--- src/rtl/video_ctrl_pkg.sv ---
`default_nettype none
// ============================================================================
// Module   : video_ctrl_pkg
// Brief    : Shared types and constants for the video core control sequencer
// Revision : 1.0
// ============================================================================
package video_ctrl_pkg;

    localparam int AVS_DATA_W = 32;

    typedef enum logic [2:0] {
        IDLE  = 3'd0,
        LOAD  = 3'd1,
        WRITE = 3'd2,
        NEXT  = 3'd3,
        DONE  = 3'd4
    } seq_state_t;

endpackage
`default_nettype wire

--- src/rtl/key_debounce.sv ---
`default_nettype none
// ============================================================================
// Module   : key_debounce
// Brief    : 2-FF synchroniser followed by a per-bit consecutive-cycle debouncer
// Revision : 1.0
// ============================================================================
module key_debounce #(
    parameter int               WIDTH           = 1,
    parameter int               DEBOUNCE_CYCLES = 50000,
    parameter logic [WIDTH-1:0] RESET_LEVEL     = '0
) (
    input  logic             clk,
    input  logic             rst,
    input  logic [WIDTH-1:0] raw,
    output logic [WIDTH-1:0] deb
);

    localparam int               c_cnt_w  = $clog2(DEBOUNCE_CYCLES);
    localparam logic [c_cnt_w-1:0] c_cnt_last = c_cnt_w'(DEBOUNCE_CYCLES - 1);

    logic [WIDTH-1:0] r_meta;
    logic [WIDTH-1:0] r_sync;

    always_ff @(posedge clk) begin
        if (rst) begin
            r_meta <= RESET_LEVEL;
            r_sync <= RESET_LEVEL;
        end else begin
            r_meta <= raw;
            r_sync <= r_meta;
        end
    end

    generate
        for (genvar b = 0; b < WIDTH; b++) begin : g_bit
            logic [c_cnt_w-1:0] r_cnt;
            logic               r_deb;

            // Flip only after DEBOUNCE_CYCLES consecutive disagreeing samples.
            always_ff @(posedge clk) begin
                if (rst) begin
                    r_cnt <= '0;
                    r_deb <= RESET_LEVEL[b];
                end else if (r_sync[b] == r_deb) begin
                    r_cnt <= '0;
                end else if (r_cnt == c_cnt_last) begin
                    r_cnt <= '0;
                    r_deb <= r_sync[b];
                end else begin
                    r_cnt <= r_cnt + c_cnt_w'(1);
                end
            end

            assign deb[b] = r_deb;
        end
    endgenerate

endmodule
`default_nettype wire

--- src/rtl/video_bypass_write_sequencer.sv ---
`default_nettype none
// ============================================================================
// Module   : video_bypass_write_sequencer
// Brief    : Debounced trigger/switch capture driving one Avalon-MM write per core
// Revision : 1.0
// ============================================================================
module video_bypass_write_sequencer
    import video_ctrl_pkg::*;
#(
    parameter int NUM_CH          = 4,
    parameter int ADDR_W          = 1,
    parameter int DEBOUNCE_CYCLES = 50000,
    parameter int TIMEOUT_CYCLES  = 255,
    parameter int AUTO_UPDATE     = 0,
    parameter int INIT_ON_RESET   = 1
) (
    input  logic                  sys_clk,
    input  logic                  sys_rst,
    input  logic                  trigger_n,
    input  logic [NUM_CH-1:0]     sw_in,
    output logic [NUM_CH-1:0]     avs_write,
    output logic [ADDR_W-1:0]     avs_address,
    output logic [AVS_DATA_W-1:0] avs_writedata,
    input  logic [NUM_CH-1:0]     avs_waitrequest,
    output logic                  busy,
    output logic                  done,
    output logic [NUM_CH-1:0]     err
);

    localparam int                  c_idx_w     = (NUM_CH > 1) ? $clog2(NUM_CH) : 1;
    localparam int                  c_wait_w    = $clog2(TIMEOUT_CYCLES + 1);
    localparam logic [c_idx_w-1:0]  c_last_idx  = c_idx_w'(NUM_CH - 1);
    localparam logic [c_wait_w-1:0] c_wait_last = c_wait_w'(TIMEOUT_CYCLES);
    localparam logic [NUM_CH-1:0]   c_strobe0   = NUM_CH'(1);

    logic                w_trig_deb;
    logic [NUM_CH-1:0]   w_sw_deb;
    logic [c_idx_w-1:0]  w_idx_next;
    logic                w_start;

    logic                r_trig_prev;
    logic                r_press;
    seq_state_t          r_state;
    logic [c_idx_w-1:0]  r_idx;
    logic [c_wait_w-1:0] r_wait;
    logic                r_pending;
    logic                r_init;
    logic [NUM_CH-1:0]   r_snapshot;

    key_debounce #(
        .WIDTH           (1),
        .DEBOUNCE_CYCLES (DEBOUNCE_CYCLES),
        .RESET_LEVEL     (1'b1)
    ) u_trig_deb (
        .clk (sys_clk),
        .rst (sys_rst),
        .raw (trigger_n),
        .deb (w_trig_deb)
    );

    key_debounce #(
        .WIDTH           (NUM_CH),
        .DEBOUNCE_CYCLES (DEBOUNCE_CYCLES),
        .RESET_LEVEL     ('0)
    ) u_sw_deb (
        .clk (sys_clk),
        .rst (sys_rst),
        .raw (sw_in),
        .deb (w_sw_deb)
    );

    assign avs_address = '0;
    assign w_idx_next  = r_idx + c_idx_w'(1);
    assign w_start     = r_press | r_pending | r_init |
                         ((AUTO_UPDATE != 0) && (w_sw_deb != r_snapshot));

    // Press is the falling edge of the debounced (active-low) trigger only.
    always_ff @(posedge sys_clk) begin
        if (sys_rst) begin
            r_trig_prev <= 1'b1;
            r_press     <= 1'b0;
        end else begin
            r_trig_prev <= w_trig_deb;
            r_press     <= r_trig_prev & ~w_trig_deb;
        end
    end

    always_ff @(posedge sys_clk) begin
        if (sys_rst) begin
            r_state       <= IDLE;
            r_idx         <= '0;
            r_wait        <= '0;
            r_pending     <= 1'b0;
            r_init        <= (INIT_ON_RESET != 0);
            r_snapshot    <= '0;
            avs_write     <= '0;
            avs_writedata <= '0;
            busy          <= 1'b0;
            done          <= 1'b0;
            err           <= '0;
        end else begin
            done <= 1'b0;
            if (r_press && (r_state != IDLE)) begin
                r_pending <= 1'b1;
            end

            case (r_state)
                IDLE: begin
                    r_init <= 1'b0;
                    if (w_start) begin
                        busy    <= 1'b1;
                        r_state <= LOAD;
                    end
                end
                LOAD: begin
                    r_snapshot    <= w_sw_deb;
                    r_idx         <= '0;
                    r_wait        <= '0;
                    // A press landing on this very cycle still earns a rerun.
                    r_pending     <= r_press;
                    avs_write     <= c_strobe0;
                    avs_writedata <= {{(AVS_DATA_W-1){1'b0}}, w_sw_deb[0]};
                    r_state       <= WRITE;
                end
                WRITE: begin
                    if (!avs_waitrequest[r_idx]) begin
                        avs_write <= '0;
                        r_state   <= NEXT;
                    end else if (r_wait == c_wait_last) begin
                        avs_write    <= '0;
                        err[r_idx]   <= 1'b1;
                        r_state      <= NEXT;
                    end else begin
                        r_wait <= r_wait + c_wait_w'(1);
                    end
                end
                NEXT: begin
                    if (r_idx == c_last_idx) begin
                        done    <= 1'b1;
                        r_state <= DONE;
                    end else begin
                        r_idx         <= w_idx_next;
                        r_wait        <= '0;
                        avs_write     <= c_strobe0 << w_idx_next;
                        avs_writedata <= {{(AVS_DATA_W-1){1'b0}}, r_snapshot[w_idx_next]};
                        r_state       <= WRITE;
                    end
                end
                DONE: begin
                    busy    <= 1'b0;
                    r_state <= IDLE;
                end
                default: begin
                    r_state <= IDLE;
                end
            endcase
        end
    end

endmodule
`default_nettype wire
--- config.mk ---
export PLATFORM = sky130hd
export DESIGN_NAME = video_bypass_write_sequencer
export DESIGN_NICKNAME = d
export VERILOG_FILES = /design/src/rtl/video_ctrl_pkg.sv /design/src/rtl/key_debounce.sv /design/src/rtl/video_bypass_write_sequencer.sv
export SDC_FILE = /design/constraint.sdc
export NUM_CORES = 1
export LEC_CHECK = 0
export ABC_CLOCK_PERIOD_IN_PS = 2500
export CORE_MARGIN = 2
export CORE_UTILIZATION = 40
export DETAILED_ROUTE_END_ITERATION = 12
export HOLD_SLACK_MARGIN = 0.1
export SETUP_SLACK_MARGIN = 0.1
export SLEW_MARGIN = 10
export SYNTH_ARGS = -nofsm -noshare
export SYNTH_HDL_FRONTEND = slang
export SYNTH_SLANG_ARGS = --single-unit
--- constraint.sdc ---
create_clock -name sys_clk -period 2.5 [get_ports sys_clk]
set_clock_uncertainty 0.2 [all_clocks]
set_input_delay 0.25 -clock sys_clk [delete_from_list [all_inputs] [get_ports sys_clk]]
set_output_delay 0.25 -clock sys_clk [all_outputs]
set_load 0.005 [all_outputs]
==> images/flops_by_reg.png <==
Other sequential cells in the stronger gray, the rest of the logic in the fainter gray.
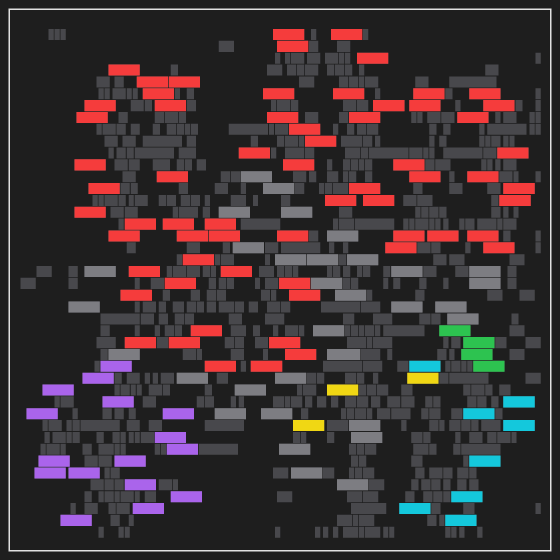
- `r_state`: yellow (placed flops 3)
- `u_sw_deb.g_bit.r_cnt`: red (placed flops 64)
- `r_wait`: cyan (placed flops 8; where south-east)
- `u_trig_deb.g_bit.r_cnt`: purple (placed flops 16; where south-west)
- `err`: green (placed flops 4)
- not colored: 32

==> images/logic_types.png <==
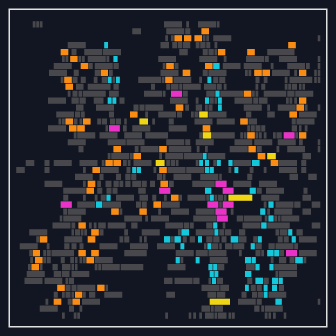
- mux cells: yellow (cells 7)
- aoi and oai cells: cyan (cells 68)
- xor and xnor cells: orange (cells 66; where widely spread)
- fa/ha/maj cells: magenta (cells 12)

==> flow_metrics.py <==
# Metrics from the implementation run
metrics = {
    "logic_synthesis": {
        "ys_area_sq_mm": 0.005756,
        "netlist_instances": 647,
        "flop_cell": "dfxtp_1",
        "synth-edff-count": 0,
        "async_flop_share_pct": 0,
        "synth_cell_type_count": 55,
        "syn-cell-area_sq_mm": 0.005756,
        "ys_ff": 127,
        "yosys_warnings": 0,
    },
    "grt": {
        "gr-usage-all-layers_pct": 15.52,
        "grt_pass1_wl_mm": 18.95,
        "grt-ovfl-total": 0,
        "grt_pass1_vias": 4155,
        "grt_max_degree": 31,
    },
    "critical_path": {
        "crit_required_ns": 2.65,
        "cp.arrival_ns": 2.39,
        "end_kind": "flop",
        "rrSetupSlack_ns": 0.25,
        "startpoint_type": "flop",
        "critPathKind": "reg2reg",
    },
    "timing": {
        "slew_headroom_pct": 57.49,
        "post-route-min-period_ns": 2.246,
        "worst-slew-pin-transition_ns": 0.6310,
        "rsz0062_at_grt": "false",
        "slew_violations": 0,
        "setup_viol": 0,
        "setup_tns_ns": 0,
        "max_freq_ghz": 0.4452,
        "post-route-period-util_pct": 89.84,
    },
    "die": {
        "dieHeight_microns": 124.0,
        "fp-utilization_pct": 41.14,
        "die_w_microns": 124.0,
        "chipArea_sq_mm": 0.01536,
        "pin_count": 54,
        "fp-row-count": 43,
    },
    "placed_design": {
        "gp_congestion": 0.8303,
        "placedCellCount": 829,
        "hpwl_mm": 7.608,
    },
    "min_path": {
        "hp-class": "in2reg",
    },
    "power_and_ir_drop": {
        "leakage_nw": 2.226,
        "powerDensity_mw_per_mm2": 690.0,
        "vdd_drop_max_mv": 0.5115,
    },
    "detailed_routing": {
        "postRouteAntennaNets": 0,
        "vias": 4431,
        "dr.pass1.iters": 5,
        "wl_mm": 11.03,
        "drc_errors": 0,
        "viasPerCell": 5.152,
    },
    "clocking": {
        "path_clk_slew_ns": 0.05,
        "postCtsHoldBufs": 0,
        "clockBufferDepth": 2,
        "numCtsBuffers": 17,
        "post_cts.repair.setup_buffers": 0,
        "clkSinkCount": 127,
    },
    "flow_run": {
        "warnings": 31,
        "cap_violations": 0,
    },
    "finish": {
        "nets": 691,
        "synthToLayoutAreaGrowth_pct": 13.61,
        "fin_cells": 860,
        "top_regs": "u_sw_deb.g_bit.r_cnt x64, u_trig_deb.g_bit.r_cnt x16, r_wait x8",
        "regMostFlops": "u_sw_deb.g_bit.r_cnt",
        "largest_reg_flops": 64,
    },
    "outcome": {
        "status": "complete, no violations",
    },
}
==> images/placement_by_type.png <==
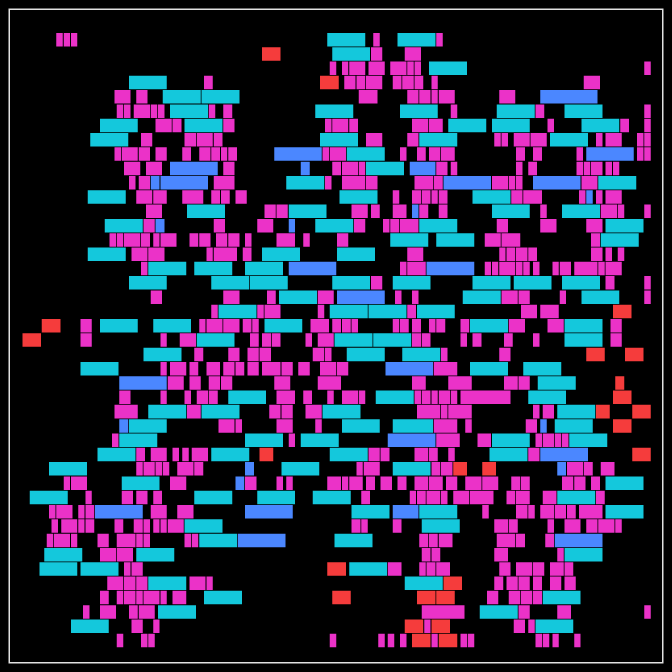
- clock drivers and dummy loads: blue (cells 31; share of their area 8.4%)
- sequential cells: cyan (cells 127; share of their area 40%)
- combinational and other logic: magenta (cells 497; share of their area 48%)
- remaining buffers and delay cells: red (cells 25; share of their area 3.7%)

==> worst max-delay path, stage by stage (launching register included) <==
cell	delay [ns]
dfxtp_1	0.39
ha_1	0.23
and2_1	0.20
a211o_1	0.45
or4_1	0.57
a21oi_1	0.15
==> power by group <==
part	total [mW]	switching, mW	internal (mW)
clock network	2.24	0.837	1.40
registers	2.08	0.0292	2.05
logic	0.194	0.115	0.0785
total	4.51	0.982	3.53
==> path summary, 6_finish.rpt <==
check / start / to / cells after the start
worst max register to register: r_idx[1]$_SDFFE_PP0P_ / avs_write[1]$_SDFFE_PP0P_ / 5
worst min register to register: r_trig_prev$_SDFF_PP1_ / r_press$_SDFF_PP0_ / 2
worst min-delay path: sys_rst / u_sw_deb.g_bit[1].r_deb$_SDFFE_PP0P_ / 2
worst max-delay path: r_idx[1]$_SDFFE_PP0P_ / avs_write[1]$_SDFFE_PP0P_ / 5
==> placed cells by master, fill, tap and decap left out, types with 17 or more instances in the layout <==
cell type / instances
dfxtp_1: 126
nor2_1: 92
xnor2_1: 43
conb_1: 32
nand4_1: 29
nand3_1: 29
nand2_1: 27
a21oi_1: 27
xor2_1: 23
clkdlybuf4s50_1: 20
nor3_1: 19
o21ai_0: 19
clkbuf_16: 17
==> stage by stage <==
step                      power (mW)  setup slack (ns)  util [%]  hold WS [ns]  cell area [sq um]
after floorplan                2.288            0.4710         -        0.1538               5872
after global placement         2.314            0.2502     42.92        0.1974               6005
after detailed placement       2.318            0.1752     42.92        0.2021               6005
after CTS                      4.565            0.2315     46.74        0.1303               6538
after global routing           4.693            0.1161     46.74        0.1604               6539
final                          4.512            0.2539     46.74        0.1168               6539
==> layout make-up <==
cell class | count | area, sq um
Clock buffer | 23 | 467.9
Timing Repair Buffer | 25 | 235.2
Multi-Input combinational cell | 482 | 2945
Sequential cell | 127 | 2544
Fill cell | 1345 | 7450
Tap cell | 180 | 225.2
Clock inverter | 8 | 65.06
Inverter | 15 | 56.30
==> metal layers <==
layer / wire length (microns) / global-route usage, %
met1: 5244 / 19.44
met2: 5235 / 25.17
met3: 407 / 4.808
met4: 138 / 5.688
met5: 0 / 0
==> Yosys cell counts (12+ instances only) <==
cell      count  share of area [%]
clkbuf_1     18                1.2
buf_4        33                4.3
xor2_1       23                3.5
ha_1         12                2.6
and3_1       13                1.4
o21ai_0      19                1.7
nor2_1       92                6.0
xnor2_1      43                6.5
nand2_1      27                1.8
inv_1        15               0.98
nand4_1      29                3.2
nand3_1      29                2.5
a21oi_1      27                2.3
dfxtp_1     127                 44
nor3_1       19                1.7
==> cell families after synthesis <==
| logic type | count (synthesis) | share of synthesized area [%] |
|---|---|---|
| AND-OR/OR-AND | 72 | 7.457 |
| other | 1 | 0.06515 |
| multiplexers | 7 | 1.717 |
| AND/OR/NAND/NOR | 293 | 27.26 |
| XOR/XNOR | 66 | 10.04 |
| adder cells (fa/ha/maj) | 12 | 2.609 |
| buffers and inverters | 69 | 6.674 |
| flip-flops | 127 | 44.17 |
==> what timing repair did <==
action                                  CTS  global route
endpoints found under the setup margin    0             1
resized                                   0             1
hold endpoints to repair                  0             0
Power and IR drop assume default switching activity.
